$ cat config.mk
export PLATFORM = sky130hd
export DESIGN_NAME = main_mem_responder_flat
export DESIGN_NICKNAME = d
export VERILOG_FILES = /design/src/rtl/main_mem_responder_pkg.sv /design/src/rtl/main_mem_responder_if.sv /design/src/rtl/main_mem_responder_latency_counter.sv /design/src/rtl/main_mem_responder.sv /design/src/flat_wrapper.sv
export SDC_FILE = /design/constraint.sdc
export NUM_CORES = 1
export LEC_CHECK = 0
export CAP_MARGIN = 0
export CORE_MARGIN = 3
export CORE_UTILIZATION = 55
export CTS_CLUSTER_DIAMETER = 40
export DETAILED_ROUTE_END_ITERATION = 8
export GPL_ROUTABILITY_DRIVEN = 0
export GPL_TIMING_DRIVEN = 0
export PLACE_DENSITY = 0.81
export SYNTH_ARGS = -nofsm -noshare
export SYNTH_HDL_FRONTEND = slang
export SYNTH_SLANG_ARGS = --single-unit
$ cat constraint.sdc
create_clock -name clock -period 7.45 [get_ports clock]
set_clock_uncertainty 0.2 [all_clocks]
set_input_delay 2.235 -clock clock [delete_from_list [all_inputs] [get_ports clock]]
set_output_delay 2.235 -clock clock [all_outputs]
set_load 0.005 [all_outputs]
$ cat src/rtl/main_mem_responder_pkg.sv
// main_mem_responder_pkg
// Shared definitions for the main-memory end of the memory hierarchy:
// the responder FSM state type and the default geometry and latency.
// No ports; the other files import it with
//    import main_mem_responder_pkg::*;
package main_mem_responder_pkg;

   // Default geometry of main memory: 32 words of 16 bits.
   localparam int MEM_ADDR_W  = 5;
   localparam int MEM_DATA_W  = 16;

   // Default accept-to-response latency in cycles. The legal range is 1..15.
   localparam int MEM_LATENCY = 4;

   // The hierarchy carries full 16-bit word addresses on its bus.
   localparam int BUS_ADDR_W  = 16;

   // The latency counter is 4 bits wide, which is enough for LATENCY-1 <= 14.
   localparam int CNT_W       = 4;

   typedef enum logic [1:0] {
      IDLE = 2'd0,
      WAIT = 2'd1,
      RESP = 2'd2
   } state_t;

endpackage

$ cat src/rtl/main_mem_responder_if.sv
// main_mem_responder_if
// Request/response bus between an initiator (the cache side) and the
// main-memory responder.
//   req_valid/req_write/req_addr/req_wdata : request from the initiator
//   req_ready                              : responder can accept this cycle
//   resp_valid/resp_rdata/resp_err         : held response from the responder
//   resp_ready                             : initiator consumes the response
// Modports: master = initiator side, slave = responder side.
interface main_mem_responder_if
   import main_mem_responder_pkg::*;
#(
   parameter int DATA_W = MEM_DATA_W
);

   logic                  req_valid;
   logic                  req_write;
   logic [BUS_ADDR_W-1:0] req_addr;
   logic [DATA_W-1:0]     req_wdata;
   logic                  req_ready;
   logic                  resp_valid;
   logic [DATA_W-1:0]     resp_rdata;
   logic                  resp_err;
   logic                  resp_ready;

   modport master (
      output req_valid, req_write, req_addr, req_wdata, resp_ready,
      input  req_ready, resp_valid, resp_rdata, resp_err
   );

   modport slave (
      input  req_valid, req_write, req_addr, req_wdata, resp_ready,
      output req_ready, resp_valid, resp_rdata, resp_err
   );

endinterface

$ cat src/rtl/main_mem_responder_latency_counter.sv
// latency_counter
// Down-counter that paces the responder's WAIT state.
//   clock, reset : rising-edge clock and synchronous active-high reset
//   load         : load load_value (this takes priority over dec)
//   dec          : decrement by one; the counter holds at zero
//   load_value   : value to load
//   zero         : the count is zero
module latency_counter
#(
   parameter int CNT_W = 4
)(
   input  logic             clock,
   input  logic             reset,
   input  logic             load,
   input  logic             dec,
   input  logic [CNT_W-1:0] load_value,
   output logic             zero
);

   logic [CNT_W-1:0] count;

   // The count register. Load wins over decrement. The counter saturates
   // at zero, so an unexpected extra dec cannot wrap it around.
   always_ff @(posedge clock) begin
      if (reset) begin
         count <= '0;
      end else if (load) begin
         count <= load_value;
      end else if (dec && (count != '0)) begin
         count <= count - CNT_W'(1);
      end
   end

   assign zero = (count == '0);

endmodule

$ cat src/rtl/main_mem_responder.sv
// main_mem_responder
// Register-based main memory that sits at the bottom of the hierarchy. It
// accepts one request at a time. The response is presented LATENCY cycles
// after the request is accepted, and it is held until the initiator takes it.
//   clock, reset : rising-edge clock and synchronous active-high reset
//   bus          : slave side of main_mem_responder_if (request/response)
//   busy         : FSM is not IDLE (drives a status LED)
// After reset every word holds its own index, so read data is predictable.
module main_mem_responder
   import main_mem_responder_pkg::*;
#(
   parameter int ADDR_W  = MEM_ADDR_W,
   parameter int DATA_W  = MEM_DATA_W,
   parameter int LATENCY = MEM_LATENCY
)(
   input  logic                clock,
   input  logic                reset,
   main_mem_responder_if.slave bus,
   output logic                busy
);

   localparam int                DEPTH      = 2 ** ADDR_W;
   localparam logic [CNT_W-1:0]  LOAD_VALUE = CNT_W'(LATENCY - 1);

   state_t            state;
   state_t            next_state;
   logic              accept;
   logic              execute;
   logic              cnt_load;
   logic              cnt_dec;
   logic              cnt_zero;

   logic              op_write;
   logic              op_err;
   logic [ADDR_W-1:0] op_idx;
   logic [DATA_W-1:0] op_wdata;
   logic [DATA_W-1:0] rdata_q;
   logic              err_q;
   logic [DATA_W-1:0] mem [DEPTH];

   latency_counter #(.CNT_W(CNT_W)) u_latency_counter (
      .clock      (clock),
      .reset      (reset),
      .load       (cnt_load),
      .dec        (cnt_dec),
      .load_value (LOAD_VALUE),
      .zero       (cnt_zero)
   );

   // The state register. Reset wins over everything else, which also
   // abandons any transaction that is in flight.
   always_ff @(posedge clock) begin
      if (reset) begin
         state <= IDLE;
      end else begin
         state <= next_state;
      end
   end

   // Next-state and control decode. The counter is loaded with LATENCY-1
   // on accept. The operation runs on the WAIT edge that sees zero, so
   // RESP starts exactly LATENCY edges after the accept edge. RESP always
   // returns to IDLE rather than accepting a new request, which keeps a
   // retire and a new accept from landing in the same cycle.
   always_comb begin
      next_state = state;
      accept     = 1'b0;
      execute    = 1'b0;
      cnt_load   = 1'b0;
      cnt_dec    = 1'b0;
      case (state)
         IDLE: begin
            if (bus.req_valid) begin
               accept     = 1'b1;
               cnt_load   = 1'b1;
               next_state = WAIT;
            end
         end
         WAIT: begin
            if (cnt_zero) begin
               execute    = 1'b1;
               next_state = RESP;
            end else begin
               cnt_dec = 1'b1;
            end
         end
         RESP: begin
            if (bus.resp_ready) begin
               next_state = IDLE;
            end
         end
         default: next_state = IDLE;
      endcase
   end

   // Request capture, the memory array and the response registers.
   // Any nonzero address bit above ADDR_W marks the request as an error
   // instead of aliasing onto a low word. Error requests touch nothing and
   // return zero data.
   always_ff @(posedge clock) begin
      if (reset) begin
         op_write <= 1'b0;
         op_err   <= 1'b0;
         op_idx   <= '0;
         op_wdata <= '0;
         rdata_q  <= '0;
         err_q    <= 1'b0;
         for (int i = 0; i < DEPTH; i++) begin
            mem[i] <= DATA_W'(i);
         end
      end else begin
         if (accept) begin
            op_write <= bus.req_write;
            op_err   <= (bus.req_addr >> ADDR_W) != '0;
            op_idx   <= bus.req_addr[ADDR_W-1:0];
            op_wdata <= bus.req_wdata;
         end
         if (execute) begin
            if (op_err) begin
               rdata_q <= '0;
               err_q   <= 1'b1;
            end else if (op_write) begin
               mem[op_idx] <= op_wdata;
               rdata_q     <= '0;
               err_q       <= 1'b0;
            end else begin
               rdata_q <= mem[op_idx];
               err_q   <= 1'b0;
            end
         end
      end
   end

   assign bus.req_ready  = (state == IDLE);
   assign bus.resp_valid = (state == RESP);
   assign bus.resp_rdata = rdata_q;
   assign bus.resp_err   = err_q;
   assign busy           = (state != IDLE);

endmodule

$ cat src/flat_wrapper.sv
// flat-port wrapper written by rule: the top's interface ports become plain ports
module main_mem_responder_flat import main_mem_responder_pkg::*;
#(
   parameter int ADDR_W  = MEM_ADDR_W,
   parameter int DATA_W  = MEM_DATA_W,
   parameter int LATENCY = MEM_LATENCY
)
  (clock, reset, busy, bus_req_valid, bus_req_write, bus_req_addr, bus_req_wdata, bus_resp_ready, bus_req_ready, bus_resp_valid, bus_resp_rdata, bus_resp_err);
  main_mem_responder_if #(.DATA_W(DATA_W)) bus_i ();
  input  logic clock;
  input  logic reset;
  output logic busy;
  input wire logic [$bits(bus_i.req_valid)-1:0] bus_req_valid;
  input wire logic [$bits(bus_i.req_write)-1:0] bus_req_write;
  input wire logic [$bits(bus_i.req_addr)-1:0] bus_req_addr;
  input wire logic [$bits(bus_i.req_wdata)-1:0] bus_req_wdata;
  input wire logic [$bits(bus_i.resp_ready)-1:0] bus_resp_ready;
  output wire logic [$bits(bus_i.req_ready)-1:0] bus_req_ready;
  output wire logic [$bits(bus_i.resp_valid)-1:0] bus_resp_valid;
  output wire logic [$bits(bus_i.resp_rdata)-1:0] bus_resp_rdata;
  output wire logic [$bits(bus_i.resp_err)-1:0] bus_resp_err;
  assign bus_i.req_valid = bus_req_valid;
  assign bus_i.req_write = bus_req_write;
  assign bus_i.req_addr = bus_req_addr;
  assign bus_i.req_wdata = bus_req_wdata;
  assign bus_i.resp_ready = bus_resp_ready;
  assign bus_req_ready = bus_i.req_ready;
  assign bus_resp_valid = bus_i.resp_valid;
  assign bus_resp_rdata = bus_i.resp_rdata;
  assign bus_resp_err = bus_i.resp_err;
  main_mem_responder #(.ADDR_W(ADDR_W), .DATA_W(DATA_W), .LATENCY(LATENCY)) u_core (.clock(clock), .reset(reset), .bus(bus_i), .busy(busy));
endmodule
==> GITHUB_STEP_SUMMARY <==
### Metrics collected by this job

| Metric | Value |
|---|---|
| Number of flip-flops under the largest register name | `512` |
| Logic Gate Count | `1062` |
| Biggest power consumer among the groups | `registers` |
| Post-CTS repair timing setup buffer count | `0` |
| Place WS | `2.848 ns` |
| Post-DP HPWL | `50800 µm` |
| Share of synthesized cell area in and, or, nand and nor gates | `17.12%` |
| Fin nets | `1965` |
| WP data required | `5.02 ns` |
| Post-detailed-route count of antenna-violating nets | `0` |
| Final worst setup slack | `3.317 ns` |
| Overall power of the completed layout | `7.824 mW` |
| Post-synth seq share | `64.26%` |
| Mean number of vias per cell | `6.547` |
| Reg-to-Reg End | `u_core.bus.resp_rdata[9]` |
| Dominant comb cell | `simple AND/OR/NAND/NOR gates` |
| Detailed-route wire length on metal 1 | `25750 µm` |
| Yosys xor share | `0.1030%` |
| Grt total ovfl | `0` |
| Clock net sink count | `563` |
| Status | `finished, violations left` |
| Pin count of the biggest net entering global routing | `17` |
| Clk pwr share | `45.5%` |
| Antenna diode count | `4` |
| Tally of buffers added on design ports | `55` |
| Crit. path cell count | `2` |
| Cts hold-fix bufs | `0` |
| Hold-critical path depth | `2` |
| Number of warning messages in the yosys log | `0` |
| Measured slew at the worst slew-check pin | `1.182 ns` |
| Total net switching power | `1.889 mW` |
| Top cell type's share of synthesized area | `60.26%` |
| DRC | `12` |
| Flop and latch count out of synthesis | `563` |
| Last element of the critical path | `bus_req_ready` |
| Sequential cell area | `16400 µm²` |
| Summed standard-cell area reported by yosys | `25510 µm²` |
| Area Overhead vs Synth | `14.68%` |
| Share of power burned in combinational logic | `8.4%` |
| Met3 WL | `10350 µm` |
| Clock tree root driver cell | `clkbuf_16` |
| Maximum number of buffers from clock root to sink | `3` |
| Area of the die | `49010 µm²` |
| Mean cell area of the mapped netlist | `14.18 µm²` |
| Mux frac, synth | `12.03%` |
| Final critical-path share of the clock period | `55.48%` |
| Proportion of layout cells with a drive suffix above 1 | `16.15%` |
| Synth area leader | `edfxtp_1` |
| Gate count after technology mapping | `1799` |
| Antenna violations before repair | `6` |
| Clock tree from TritonCTS | `built` |
| Worst-case hold slack | `0.3131 ns` |
| Data arrival time at the worst-slack endpoint | `1.70 ns` |
| Lkg Pwr | `9.844 nW` |
| Number of signal-net buffers in the layout | `225` |
| Combinational cell area excluding buffers and inverters | `8383 µm²` |
| Sequential share of cell area | `56.04%` |
| Register with the most flip-flops | `u_core.mem` |
| Core footprint | `45580 µm²` |
| Count of final max-slew check failures | `0` |
| Power in the clock group | `3.56 mW` |
| Achievable frequency | `241.9 MHz` |
| Violated checks | `design-rule violations` |
| Ranking of synthesized cells by area | `edfxtp_1 (60%), and2_1 (11%), mux4_2 (8.7%)` |
| GRT Max-Usage Layer | `met2` |
| Met2 wire len | `33870 µm` |
| Setup repair after global routing missed its margin | `no` |
| Finish-stage setup viols | `0` |
| Max capacitance violation total | `0` |
| Power Internal | `5.935 mW` |
| Stage-log warning count | `26` |
| Most popular library cell in the synthesized design by count | `edfxtp_1` |
| Area fraction of clock buffers and clock inverters | `8.318%` |
| Beginning of the worst hold path | `u_core.op_idx[4]` |
| Maximum vdd ir drop | `0.2627 mV` |
| Power drawn by the sequential cells | `3.60 mW` |
| Critical Path, Cell by Cell | `nor2_1 > clkdlybuf4s50_1` |
| Number of enable flip-flop cells | `512` |
| # IOs | `57` |
| Horizontal die size | `221.4 µm` |
| Inverter tally of the final layout excluding the clock network | `4` |
| Post-synthesis cell type count | `47` |
| Top cell family by delay on the critical path | `buffers and inverters` |
| Net count of the mapped netlist | `1837` |
| Largest contributor to cell area by class | `sequential cells` |
| Adder-cell area share of the yosys netlist | `0.04904%` |
| Cell area reported after detailed placement | `26810 µm²` |
| Worst Hold Class | `reg2reg` |
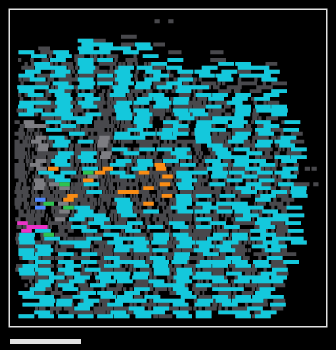
(images/ff_map.png)
Bar = 50 µm. Other sequential cells in the stronger gray, the rest of the logic in the fainter gray.
Key: u_core.op_idx = green [sequential cells 5, where west]; u_core.bus.resp_rdata = orange [sequential cells 16]; u_core.state = blue [sequential cells 2]; u_core.u_latency_counter.count = magenta [sequential cells 4]; u_core.mem = cyan [sequential cells 512, where all over the die]
Another 24 sequential cells are not colored.

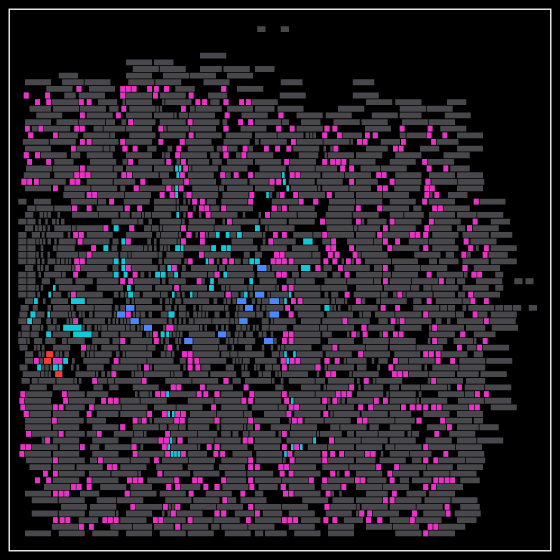
(images/gates.png)
Key: xor and xnor cells = red [cells 3, most used xnor2_1]; non-inverting ao/oa cells = blue [cells 14, most used a41o_1, where center]; nor cells = cyan [cells 81, most used nor2_1]; and/or cells = magenta [cells 550, most used and2_1, where all over the die]
multi-input gate share of total cell area: 28.65%
number of non-filler instances in the completed layout: 2585
most frequent logic cell in the layout: edfxtp_1

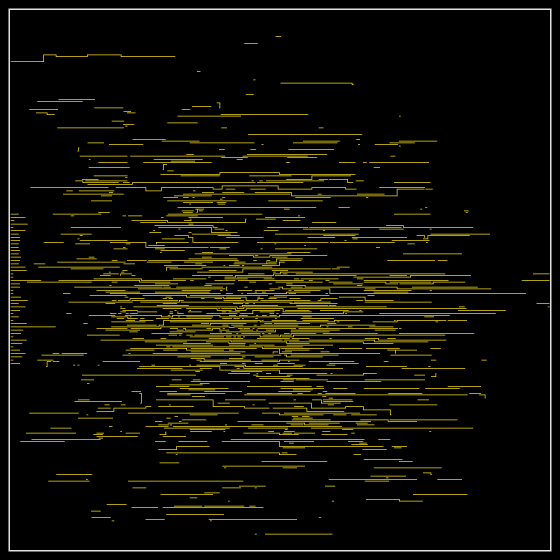
(images/m3.png)
455 nets have wire on it. The longest straight run is 91.3 µm.
met3 Use GR: 9.220%
final WL: 75580 µm
via total after detailed routing: 16920

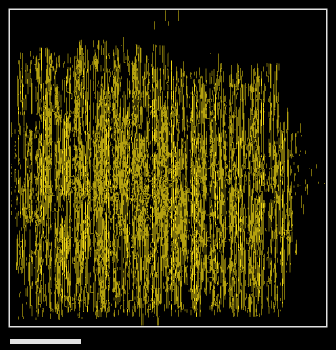
(images/m2.png)
Bar = 50 µm.
The layer carries 33.9 mm of wire. The longest straight run is 71.6 µm. The layer holds 45% of the routed length. 1754 nets have wire on it. The wires run mostly vertical.

Power is estimated from default activity; no workload was simulated.
